route_heat.png
13 x 13 tiles, from white (low) to dark blue (high), scaled to the fullest tile. Values are wire area over tile area, all layers added.
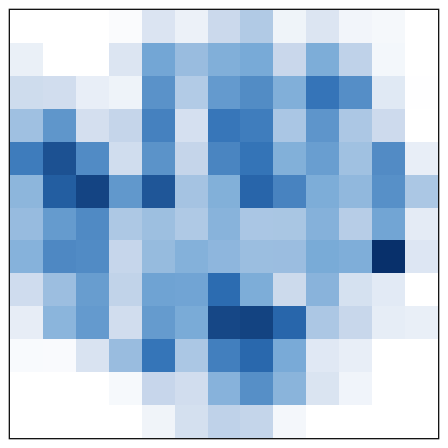
closeup.png
Bar = 5 µm. Window x 22 to 42, y 35 to 55 µm. Cells in grey, sequential cells in the stronger grey; small squares are vias.
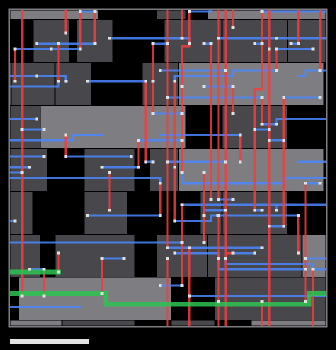
gates.png
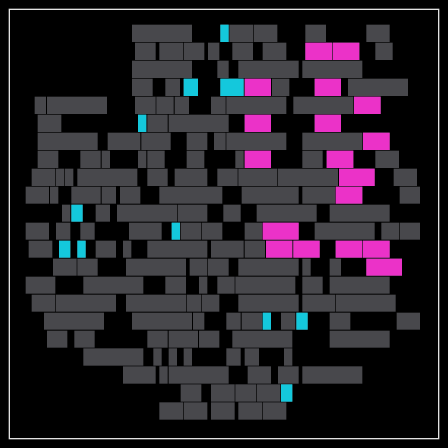
==> config.mk <==
export PLATFORM = sky130hd
export DESIGN_NAME = demux_1_2_buf_flat
export DESIGN_NICKNAME = d
export VERILOG_FILES = /design/src/rtl/demux_1_2_buf_if.sv /design/src/rtl/demux_1_2_buf.sv /design/src/flat_wrapper.sv
export SDC_FILE = /design/constraint.sdc
export NUM_CORES = 1
export LEC_CHECK = 0
export CORE_MARGIN = 2
export CORE_UTILIZATION = 45
export DETAILED_ROUTE_END_ITERATION = 16
export HOLD_SLACK_MARGIN = 0.06
export PLACE_DENSITY = 0.78
export SLEW_MARGIN = 15
export SYNTH_ARGS = -nofsm -noshare
export SYNTH_HDL_FRONTEND = slang
export SYNTH_SLANG_ARGS = --single-unit
==> constraint.sdc <==
create_clock -name clk -period 1.9 [get_ports clk]
set_clock_uncertainty 0.1 [all_clocks]
set_input_delay 0.38 -clock clk [delete_from_list [all_inputs] [get_ports clk]]
set_output_delay 0.38 -clock clk [all_outputs]
set_load 0.02 [all_outputs]
==> src/rtl/demux_1_2_buf_if.sv <==
// Bundles the signals of the demultiplexer: one valid/ready input stream
// steered by sel, two buffered valid/ready output lanes, and the per-lane
// delivered-word counters.
//   slave  : the demultiplexer itself (consumes in_*, drives out*_* and cnt*)
//   master : the environment (producer plus both consumers)
interface demux_1_2_buf_if #(
    parameter int WIDTH = 3,
    parameter int CNT_W = 8
);
    logic             in_valid;
    logic             in_ready;
    logic [WIDTH-1:0] in_data;
    logic             sel;
    logic             out0_valid;
    logic             out0_ready;
    logic [WIDTH-1:0] out0_data;
    logic             out1_valid;
    logic             out1_ready;
    logic [WIDTH-1:0] out1_data;
    logic [CNT_W-1:0] cnt0;
    logic [CNT_W-1:0] cnt1;

    modport slave (
        input  in_valid, in_data, sel, out0_ready, out1_ready,
        output in_ready, out0_valid, out0_data, out1_valid, out1_data, cnt0, cnt1
    );

    modport master (
        output in_valid, in_data, sel, out0_ready, out1_ready,
        input  in_ready, out0_valid, out0_data, out1_valid, out1_data, cnt0, cnt1
    );
endinterface

==> src/rtl/demux_1_2_buf.sv <==
// Registered 1-to-2 demultiplexer. Each input word is written into the FIFO
// of the lane chosen by sel; each lane drains independently through its own
// valid/ready handshake, so a stalled consumer never blocks the other lane.
// Ports:
//   clk    rising-edge clock
//   rst_n  asynchronous active-low reset; empties both lanes, clears counters
//   bus    demux_1_2_buf_if.slave:
//            in_valid/in_ready/in_data/sel   producer side
//            out0_* / out1_*                 consumer lanes (head word + valid)
//            cnt0 / cnt1                     words delivered per lane (wrapping)
module demux_1_2_buf #(
    parameter int WIDTH = 3,
    parameter int DEPTH = 2,   // power of two, at least 2
    parameter int CNT_W = 8
) (
    input  logic                  clk,
    input  logic                  rst_n,
    demux_1_2_buf_if.slave        bus
);
    localparam int PTR_W = $clog2(DEPTH);
    localparam int OCC_W = PTR_W + 1;

    logic [1:0]            full;
    logic [1:0]            empty;
    logic [1:0]            push;
    logic [1:0]            pop;
    logic [1:0]            lane_ready;
    logic [1:0][WIDTH-1:0] head;
    logic [1:0][CNT_W-1:0] cnt;

    // Acceptance looks only at the selected lane's stored occupancy; a pop in
    // the same cycle does not make room for the incoming word.
    assign bus.in_ready = ~full[bus.sel];

    assign lane_ready = {bus.out1_ready, bus.out0_ready};
    assign push[0]    = bus.in_valid & bus.in_ready & ~bus.sel;
    assign push[1]    = bus.in_valid & bus.in_ready &  bus.sel;
    assign pop        = ~empty & lane_ready;

    for (genvar l = 0; l < 2; l++) begin : g_lane
        logic [PTR_W-1:0] wr_ptr;
        logic [PTR_W-1:0] rd_ptr;
        logic [OCC_W-1:0] occ;
        logic [WIDTH-1:0] mem [DEPTH];

        always_ff @(posedge clk or negedge rst_n) begin
            if (!rst_n) begin
                wr_ptr <= '0;
                rd_ptr <= '0;
                occ    <= '0;
                cnt[l] <= '0;
                // NOTE: storage is cleared too so the head word reads 0 out of
                // reset; the lane is tiny, so this costs nothing meaningful.
                for (int i = 0; i < DEPTH; i++) begin
                    mem[i] <= '0;
                end
            end else begin
                // NOTE: all state here uses non-blocking assignments so every
                // register samples pre-edge values regardless of statement order.
                if (push[l]) begin
                    mem[wr_ptr] <= bus.in_data;
                    wr_ptr      <= wr_ptr + 1'b1;   // wraps modulo DEPTH
                end
                if (pop[l]) begin
                    rd_ptr <= rd_ptr + 1'b1;
                    cnt[l] <= cnt[l] + 1'b1;        // wraps modulo 2^CNT_W
                end
                // Simultaneous push and pop leaves occupancy unchanged.
                case ({push[l], pop[l]})
                    2'b10:   occ <= occ + 1'b1;
                    2'b01:   occ <= occ - 1'b1;
                    default: occ <= occ;
                endcase
            end
        end

        assign full[l]  = (occ == OCC_W'(DEPTH));
        assign empty[l] = (occ == '0);
        assign head[l]  = mem[rd_ptr];
    end

    assign bus.out0_valid = ~empty[0];
    assign bus.out1_valid = ~empty[1];
    assign bus.out0_data  = head[0];
    assign bus.out1_data  = head[1];
    assign bus.cnt0       = cnt[0];
    assign bus.cnt1       = cnt[1];
endmodule

==> src/flat_wrapper.sv <==
// flat-port wrapper written by rule: the top's interface ports become plain ports
module demux_1_2_buf_flat 
#(
    parameter int WIDTH = 3,
    parameter int DEPTH = 2,                              
    parameter int CNT_W = 8
)
  (clk, rst_n, bus_in_valid, bus_in_data, bus_sel, bus_out0_ready, bus_out1_ready, bus_in_ready, bus_out0_valid, bus_out0_data, bus_out1_valid, bus_out1_data, bus_cnt0, bus_cnt1);
  demux_1_2_buf_if #(.WIDTH(WIDTH), .CNT_W(CNT_W)) bus_i ();
  input  logic clk;
  input  logic rst_n;
  input wire logic [$bits(bus_i.in_valid)-1:0] bus_in_valid;
  input wire logic [$bits(bus_i.in_data)-1:0] bus_in_data;
  input wire logic [$bits(bus_i.sel)-1:0] bus_sel;
  input wire logic [$bits(bus_i.out0_ready)-1:0] bus_out0_ready;
  input wire logic [$bits(bus_i.out1_ready)-1:0] bus_out1_ready;
  output wire logic [$bits(bus_i.in_ready)-1:0] bus_in_ready;
  output wire logic [$bits(bus_i.out0_valid)-1:0] bus_out0_valid;
  output wire logic [$bits(bus_i.out0_data)-1:0] bus_out0_data;
  output wire logic [$bits(bus_i.out1_valid)-1:0] bus_out1_valid;
  output wire logic [$bits(bus_i.out1_data)-1:0] bus_out1_data;
  output wire logic [$bits(bus_i.cnt0)-1:0] bus_cnt0;
  output wire logic [$bits(bus_i.cnt1)-1:0] bus_cnt1;
  assign bus_i.in_valid = bus_in_valid;
  assign bus_i.in_data = bus_in_data;
  assign bus_i.sel = bus_sel;
  assign bus_i.out0_ready = bus_out0_ready;
  assign bus_i.out1_ready = bus_out1_ready;
  assign bus_in_ready = bus_i.in_ready;
  assign bus_out0_valid = bus_i.out0_valid;
  assign bus_out0_data = bus_i.out0_data;
  assign bus_out1_valid = bus_i.out1_valid;
  assign bus_out1_data = bus_i.out1_data;
  assign bus_cnt0 = bus_i.cnt0;
  assign bus_cnt1 = bus_i.cnt1;
  demux_1_2_buf #(.WIDTH(WIDTH), .DEPTH(DEPTH), .CNT_W(CNT_W)) u_core (.clk(clk), .rst_n(rst_n), .bus(bus_i));
endmodule
==> qor.csv <==
metric,value,unit
status,finished clean,
Clock Sink Count,36,
Root Driver,sky130_fd_sc_hd__clkbuf_8,
sequential cell power,0.00147,W
Yosys reg bits,36,
Seq pwr share,38.9,%
count of filler cells inserted in the layout,310,
"top cells by area, synth","sky130_fd_sc_hd__dfrtp_1 54%, sky130_fd_sc_hd__mux2_2 10%, sky130_fd_sc_hd__xnor2_1 8.4%, sky130_fd_sc_hd__xor2_1 4.2%, sky130_fd_sc_hd__ha_1 3.0%",
arrival time at the worst endpoint,1.38,ns
Detail Route Antenna Nets,0,
Non-clk bufs,43,
Via Count,1130,
fraction of standard cell area that is sequential,41.1,%
startpoint of the most critical setup path,u_core.g_lane[1].rd_ptr,
proportion of layout cells with a drive suffix above 1,25.7,%
CTS Buf Count,5,
Hold Crit Depth,1,
fraction of area in clock buffers and inverters,4.11,%
startpoint-to-endpoint class of the critical path,reg -> out,
final hold vios,0,
CTS Hold Buffers Added,0,
"FA/HA/MAJ Cells, Area Fraction",3.01,%
Combinational Power Share,46.7,%
number of setup violations in the final report,0,
max-cap violations,0,
most frequent cells after synthesis,"36 x sky130_fd_sc_hd__dfrtp_1, 16 x sky130_fd_sc_hd__xnor2_1, 15 x sky130_fd_sc_hd__mux2_2, 11 x sky130_fd_sc_hd__nand2_1, 8 x sky130_fd_sc_hd__xor2_1",
worst endpoint required time,1.42,ns
register clock-pin slew on the reported worst setup and hold paths,0.07,ns
RSZ-0062 raised after global routing,false,
mux share of post-synthesis cell area,12.9,%
combinational logic power,0.00176,W
Worst VDD drop,1.02,mV
launch point of the worst hold path,u_core.bus.cnt0[7],
DR pass1 iterations,4,
cell class ranked first by area,sequential cells,
Latency at later pin,0.28,ns
Worst R2R Path Depth,6,
final instance area,0.00219,mm²
clock buffer count,8,
buffers inserted by post-CTS timing repair,1,
startpoint of the worst register-to-register path,u_core.g_lane[1].occ[1],
floorplan core density,46.0,%
Die ar.,0.00419,mm²
clock share of power,14.4,%
most frequently placed logic cells in the final layout,"35 x sky130_fd_sc_hd__dfrtp_1, 23 x sky130_fd_sc_hd__clkdlybuf4s50_1, 16 x sky130_fd_sc_hd__xnor2_1",
type of origin of the critical path,register,
Leak,0.992,nW
Critical Path Sink,bus_out1_data[0],
cell count in the Yosys report,129,
net switching power,0.00142,W
Core Footprint,0.00361,mm²
dominant logic cell type in the layout,sky130_fd_sc_hd__dfrtp_1,
kind of capture point of the worst setup path,output port,
cell count after placement,218,
FF+latch count,36,
register share after synthesis,54.3,%
"EDFF count, synth",0,
Max clock buf depth,2,
post-synthesis cell type count,25,
proportion of cell area occupied by multi-input gates,33.9,%
About route_heat.png:
emptiest ninth of the die	bottom right
mean over tiles	0.12
fullest tile	0.34
nearly empty tiles	15%
densest ninth of the die	left middle
tiles over half the peak	27%

About closeup.png:
colour	layer
red	M2
green	M3
blue	M1
cells with their middle in the window	26
netlist names of flops here include	u_core.g_lane.wr_ptr (2)
most frequent	xnor2_1 (4), buf_4 (4)
sequential cells in the window	4

About gates.png:
colour	family	cells	most used
cyan	nor cells	11	nor2_1
magenta	mux cells	18	mux2_2

[flip-flops by register name, indices dropped and copies added, names as in the netlist]
name / flops
u_core.bus.cnt0: 8
u_core.g_lane.wr_ptr: 2
u_core.g_lane.mem: 12
u_core.g_lane.occ: 4
u_core.g_lane.rd_ptr: 2
u_core.bus.cnt1: 8
[routing by layer]
layer  GRT usage (%)  vias to the layer above  share of wire, %
met3            3.99                        6               4.7
met1            22.0                      562                43
met5               0                        -                 0
met4            8.78                        0               1.6
met2            27.6                       20                50
li1                -                      542                 -
[worst max-delay path: stages, from the launching register on]
cell and delay (ns):
sky130_fd_sc_hd__dfrtp_2 0.42, sky130_fd_sc_hd__mux2_2 0.35, sky130_fd_sc_hd__dlygate4sd2_1 0.33
Power figures rest on the tool's default switching activity, not on a simulated workload.
